[src/rtl/keypad_pkg.sv]
// Shared keypad definitions: scanner FSM states, key-code constants and the
// row/column to key-code map used by both the scanner and the calculator.
package keypad_pkg;

  typedef enum logic [1:0] {
    SCAN      = 2'd0,
    DEB_PRESS = 2'd1,
    HOLD      = 2'd2
  } kp_state_e;

  localparam logic [3:0] KEY_0    = 4'h0;
  localparam logic [3:0] KEY_1    = 4'h1;
  localparam logic [3:0] KEY_2    = 4'h2;
  localparam logic [3:0] KEY_3    = 4'h3;
  localparam logic [3:0] KEY_4    = 4'h4;
  localparam logic [3:0] KEY_5    = 4'h5;
  localparam logic [3:0] KEY_6    = 4'h6;
  localparam logic [3:0] KEY_7    = 4'h7;
  localparam logic [3:0] KEY_8    = 4'h8;
  localparam logic [3:0] KEY_9    = 4'h9;
  localparam logic [3:0] KEY_A    = 4'hA;
  localparam logic [3:0] KEY_B    = 4'hB;
  localparam logic [3:0] KEY_C    = 4'hC;
  localparam logic [3:0] KEY_D    = 4'hD;
  localparam logic [3:0] KEY_STAR = 4'hE;
  localparam logic [3:0] KEY_HASH = 4'hF;

  function automatic logic [3:0] key_code(input logic [1:0] row, input logic [1:0] col);
    logic [3:0] code;
    case ({row, col})
      4'd0:    code = KEY_1;
      4'd1:    code = KEY_2;
      4'd2:    code = KEY_3;
      4'd3:    code = KEY_A;
      4'd4:    code = KEY_4;
      4'd5:    code = KEY_5;
      4'd6:    code = KEY_6;
      4'd7:    code = KEY_B;
      4'd8:    code = KEY_7;
      4'd9:    code = KEY_8;
      4'd10:   code = KEY_9;
      4'd11:   code = KEY_C;
      4'd12:   code = KEY_STAR;
      4'd13:   code = KEY_0;
      4'd14:   code = KEY_HASH;
      4'd15:   code = KEY_D;
      default: code = KEY_0;
    endcase
    return code;
  endfunction

  // Exactly one active-low line asserted; anything else is idle or a multi-key chord.
  function automatic logic one_low(input logic [3:0] v);
    logic res;
    case (v)
      4'b1110, 4'b1101, 4'b1011, 4'b0111: res = 1'b1;
      default:                            res = 1'b0;
    endcase
    return res;
  endfunction

  function automatic logic [1:0] low_index(input logic [3:0] v);
    logic [1:0] idx;
    idx = 2'd0;
    for (int i = 0; i < 4; i++) begin
      if (!v[i]) idx = 2'(i);
    end
    return idx;
  endfunction

endpackage

[src/rtl/keypad_scanner_tick_gen.sv]
// Free-running scan-rate divider: one-cycle tick every SCAN_DIV clocks.
module scan_tick_gen #(
  parameter int SCAN_DIV = 10000
) (
  input  logic clk,
  input  logic rst,
  output logic tick
);

  localparam int CW = $clog2(SCAN_DIV);

  logic [CW-1:0] cnt_q, cnt_d;
  logic          tick_q, tick_d;

  // Registered tick is high while the counter sits at its last value.
  always_comb begin
    if (cnt_q == CW'(SCAN_DIV - 1)) begin
      cnt_d = '0;
    end else begin
      cnt_d = cnt_q + CW'(1);
    end
    tick_d = (cnt_q == CW'(SCAN_DIV - 2));
  end

  always_ff @(posedge clk) begin
    if (rst) begin
      cnt_q  <= '0;
      tick_q <= 1'b0;
    end else begin
      cnt_q  <= cnt_d;
      tick_q <= tick_d;
    end
  end

  assign tick = tick_q;

endmodule

[src/rtl/keypad_scanner.sv]
// 4x4 matrix keypad scanner: row strobing, column synchronisation, press and
// release debouncing, and key-code strobe generation.
module keypad_scanner
  import keypad_pkg::*;
#(
  parameter int SCAN_DIV       = 10000,
  parameter int DEBOUNCE_TICKS = 8
) (
  input  logic       clk,
  input  logic       rst,
  input  logic [3:0] col_in,
  output logic [3:0] row_out,
  output logic [3:0] keypad_out,
  output logic       key_pressed,
  output logic       key_held
);

  localparam int             DW       = $clog2(DEBOUNCE_TICKS + 1);
  localparam logic [DW-1:0]  CNT_LAST = DW'(DEBOUNCE_TICKS - 1);

  logic            tick;
  logic [3:0]      sync1_q, col_s_q;
  kp_state_e       state_q, state_d;
  logic [3:0]      row_q, row_d;
  logic [1:0]      cand_q, cand_d;
  logic [DW-1:0]   cnt_q, cnt_d;
  logic [3:0]      code_q, code_d;
  logic            strobe_q, strobe_d;
  logic            held_q, held_d;

  logic            col_valid;
  logic [1:0]      col_idx;
  logic [1:0]      row_idx;
  logic [3:0]      row_next;

  scan_tick_gen #(.SCAN_DIV(SCAN_DIV)) u_tick (
    .clk  (clk),
    .rst  (rst),
    .tick (tick)
  );

  assign col_valid = one_low(col_s_q);
  assign col_idx   = low_index(col_s_q);
  assign row_idx   = low_index(row_q);
  assign row_next  = {row_q[2:0], row_q[3]};

  // Next-state logic; every decision is taken only on a scan tick.
  always_comb begin
    state_d  = state_q;
    row_d    = row_q;
    cand_d   = cand_q;
    cnt_d    = cnt_q;
    code_d   = code_q;
    strobe_d = 1'b0;
    held_d   = held_q;
    if (tick) begin
      case (state_q)
        SCAN: begin
          if (col_valid) begin
            cand_d  = col_idx;
            cnt_d   = DW'(1);
            state_d = DEB_PRESS;
          end else begin
            row_d = row_next;
          end
        end
        DEB_PRESS: begin
          if (col_valid && (col_idx == cand_q)) begin
            if (cnt_q >= CNT_LAST) begin
              code_d   = key_code(row_idx, cand_q);
              strobe_d = 1'b1;
              held_d   = 1'b1;
              cnt_d    = '0;
              state_d  = HOLD;
            end else begin
              cnt_d = cnt_q + DW'(1);
            end
          end else begin
            cnt_d   = '0;
            row_d   = row_next;
            state_d = SCAN;
          end
        end
        HOLD: begin
          // Only the latched column on the frozen row decides release.
          if (col_s_q[cand_q]) begin
            if (cnt_q >= CNT_LAST) begin
              held_d  = 1'b0;
              cnt_d   = '0;
              row_d   = row_next;
              state_d = SCAN;
            end else begin
              cnt_d = cnt_q + DW'(1);
            end
          end else begin
            cnt_d = '0;
          end
        end
        default: begin
          cnt_d   = '0;
          held_d  = 1'b0;
          state_d = SCAN;
        end
      endcase
    end else begin
      state_d = state_q;
    end
  end

  always_ff @(posedge clk) begin
    if (rst) begin
      sync1_q  <= 4'hF;
      col_s_q  <= 4'hF;
      state_q  <= SCAN;
      row_q    <= 4'b1110;
      cand_q   <= 2'd0;
      cnt_q    <= '0;
      code_q   <= 4'h0;
      strobe_q <= 1'b0;
      held_q   <= 1'b0;
    end else begin
      sync1_q  <= col_in;
      col_s_q  <= sync1_q;
      state_q  <= state_d;
      row_q    <= row_d;
      cand_q   <= cand_d;
      cnt_q    <= cnt_d;
      code_q   <= code_d;
      strobe_q <= strobe_d;
      held_q   <= held_d;
    end
  end

  assign row_out     = row_q;
  assign keypad_out  = code_q;
  assign key_pressed = strobe_q;
  assign key_held    = held_q;

endmodule
[config.mk]
export PLATFORM = sky130hd
export DESIGN_NAME = keypad_scanner
export DESIGN_NICKNAME = d
export VERILOG_FILES = /design/src/rtl/keypad_pkg.sv /design/src/rtl/keypad_scanner_tick_gen.sv /design/src/rtl/keypad_scanner.sv
export SDC_FILE = /design/constraint.sdc
export NUM_CORES = 1
export LEC_CHECK = 0
export ABC_AREA = 1
export CORE_MARGIN = 8
export CORE_UTILIZATION = 35
export DETAILED_ROUTE_END_ITERATION = 8
export GPL_TIMING_DRIVEN = 0
export HOLD_SLACK_MARGIN = 0.03
export MAX_ROUTING_LAYER = met4
export PLACE_DENSITY = 0.57
export SYNTH_ARGS = -nofsm -noshare
export SYNTH_HDL_FRONTEND = slang
export SYNTH_SLANG_ARGS = --single-unit
[constraint.sdc]
create_clock -name clk -period 1.6 [get_ports clk]
set_input_delay 0.32 -clock clk [delete_from_list [all_inputs] [get_ports clk]]
set_output_delay 0.32 -clock clk [all_outputs]
set_load 0.005 [all_outputs]
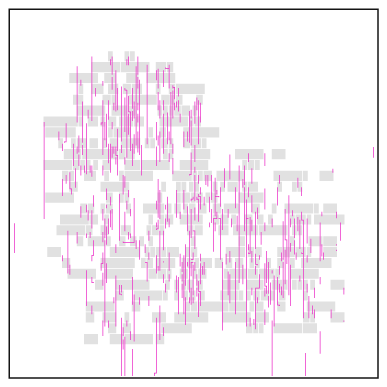
(met2 routing)
(4 px per µm) Cells faint in the background.
wire length on this layer: 1700 µm
longest straight run: 31.6 µm
nets with wire on the layer: 242
global-route met2 utilization: 15.1%
count of vias placed by the detailed router: 1745
total wirelength of the detailed-routed design: 3790 µm

==> reports/qor.tcl <==
set qor(run_status) {complete, no violations}
set qor(seq-power_mw) 1.04
set qor(final_layout_size_suffix_gt1_share_pct) 21.6
set qor(worstHoldEndpoint) {col_s_q[2]}
set qor(clockPowerShare_pct) 36.4
set qor(comb_share_pct) 45.1
set qor(synth.top_cell.area_share_pct) 40.8
set qor(synth.avg_cell_area_um2) 7.29
set qor(grt_first_pass_wirelength_um) 6700
set qor(path_depth) 1
set qor(synth_simple_gate_area_share_pct) 34.1
set qor(peak_per_stage_delay_on_the_critical_path_ps) 540
set qor(cp_slowest_cell) {clkdlybuf4s50_1}
set qor(layout.non_clock_buffers) 23
set qor(min_path_cells) 1
set qor(timing.setup.tns_ps) 0
set qor(max-slew-margin-rel_pct) 74.8
set qor(min_period_ps) 1550
set qor(power_per_cell_area_nw_per_um2) 733
set qor(postLayoutCoreUtil_pct) 44.9
set qor(synth_area_um2) 2010
set qor(drt-initial-drc-count) 59
set qor(cts_num_sinks) 41
set qor(synth_chip_area_um2) 2010
set qor(sh_seq_area_pct) 33.9
set qor(average_via_count_per_standard_cell) 4.63
set qor(portBuffers) 15
set qor(clockBufferCount) 5
set qor(grt_antenna_before_repair) 0
set qor(worst_setup_path_class) {register to output pin}
set qor(nonClockInverterCount) 37
set qor(sequentialPowerShare_pct) 57.2
set qor(crit_fanout) 5
set qor(antenna_left) 0
set qor(cap_viol_max_count) 0
set qor(mostFrequentLayoutCells) {nand2_1 (58), inv_1 (35), dfxtp_1 (31)}
set qor(power.share.switching_pct) 24.0
set qor(final_cycle_share_pct) 96.9
set qor(cp_data_arrival_time_ps) 1230
set qor(yosysWarnings) 0
set qor(worst-endpoint-required_ps) 1280
set qor(die_h_um) 91.8
set qor(reg2reg_to) {u_tick.cnt_q[12]}
set qor(timing.final.max_slew_violations) 0
set qor(floorplan.rows) 27
set qor(postLayoutSetupSlackWorst_ps) 49.6
set qor(worstSetupStartpoint) {row_out[2]}
set qor(dpl.cell_count) 363
set qor(finalNetCount) 318
set qor(yosysCellCount) 276
set qor(synth.cellmix.compoundShare_pct) 10.6
set qor(ctsHtreeMaxLevel) 2
set qor(setup_buffers_after_cts) 3
set qor(area_growth_pct) 23.7
set qor(tapCellCount) 72
set qor(clkTransAtPathRegs_ps) 80
set qor(highest-signal-layer) {met4}
set qor(warnings) 32
set qor(vias_in_the_first_global_route) 1551
set qor(comb.multi_input.count) 196
set qor(critical_path.endpoint_type) {output pin}
set qor(synthCells) 276
set qor(floorplanUtilization_pct) 36.3
set qor(seq_cell_count) 41
set qor(n_antenna_cell) 0
set qor(grt_start_max_net_pins) 14
set qor(track_usage_pct) 9.65
set qor(cts.repair.resized) 7
set qor(dpl_cell_area_um2) 2250
set qor(final-clk-cell-share_pct) 3.47
set qor(post_synth_mux_area_share_pct) 0
set qor(ys_top_logic_family) {simple AND/OR/NAND/NOR gates}
set qor(p_clk_mw) 0.663
set qor(enable_flop_cells) 0
set qor(top_level_pins) 16
set qor(drtPass1Iterations) 4
set qor(routedWlPerCell_um) 10.0
set qor(finalPower_mw) 1.82
set qor(post-route-cell-area_um2) 2490
set qor(worst_margin_pin_slew_ps) 379
set qor(ys_dominant_reg_cell) {dfxtp_1}
set qor(gp_routability_congestion) 0.808
set qor(grt_busiest_layer) {met2}
set qor(met1_length_um) 1890
set qor(final_layout_top_logic_cell) {nand2_1}
set qor(grt_setup_unrepaired) {yes}
set qor(synthesis.nets) 290
set qor(kind_of_cell_adding_the_most_delay_to_the_critical_path) {buffers and inverters}
set qor(p_int_mw) 1.38
set qor(clk_path_buf_depth) 2
set qor(timing.critical_path.from_type) {register}
set qor(p_comb_share_pct) 6.4
set qor(common_cells) {nand2_1 (65), dfxtp_1 (41), inv_1 (36), nor2_1 (28), nand3_1 (20)}
set qor(met2_length_um) 1700
set qor(clock_latency_ps) 290
set qor(net-switching-power_mw) 0.439
set qor(drc_errors) 0
set qor(timing.critical_path.buf_inv) 1
set qor(ys_types) 31
set qor(hpwl_um) 2770
set qor(combinationalPower_mw) 0.117
set qor(cp-endpoint) {row_out[2]}
set qor(clock_tree_from_tritoncts) {done}
set qor(die_w_um) 91.8
set qor(flip_flop_count_of_the_largest_register_all_copies_and_words_added) 14
set qor(ctsRootBufferMaster) {clkbuf_8}
set qor(n_fill_cell) 573
set qor(cts-buffers-inserted) 5
set qor(nonClkBufAreaFrac_pct) 8.20
set qor(r2r-start) {u_tick.cnt_q[0]}
set qor(globalRouteMet1Util_pct) 11.6
set qor(power-top-group) {registers}
set qor(core-area_um2) 5540
set qor(max-vdd-ir-drop_mv) 0.364
set qor(synth-async-reset-ratio_pct) 0
set qor(layout.area.comb_um2) 1120
set qor(ff_latch_area_um2) 843
set qor(synth-seq-cells) 41
set qor(chip_area_um2) 8430
set qor(synth_adder_area_share_pct) 4.98
set qor(met3RoutedLength_um) 146
set qor(number_of_setup_violations_in_the_final_report) 0
set qor(static-leakage-power_nw) 1.09
set qor(synth-xor-area-share_pct) 2.18
set qor(registers.top_by_ff_count) {u_tick.cnt_q}
set qor(worstPathCellList) {clkdlybuf4s50_1}
set qor(ff2ff_setup_slack_ps) 120
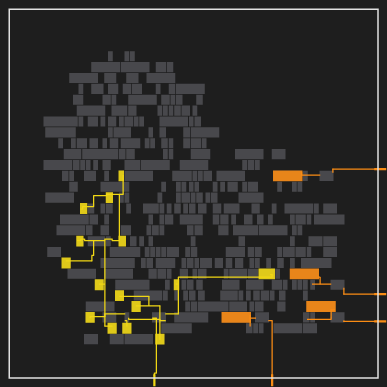
(port wiring)
(4 px per µm)
[orange] keypad_out | direction: output | edge: 3 east, 1 south | end cells: 4 | buffers: 4 | wire: 69.7 µm
[yellow] rst | direction: input | edge: south | end cells: 15 | buffers: 2 | wire: 178 µm

Power is estimated from default activity; no workload was simulated.
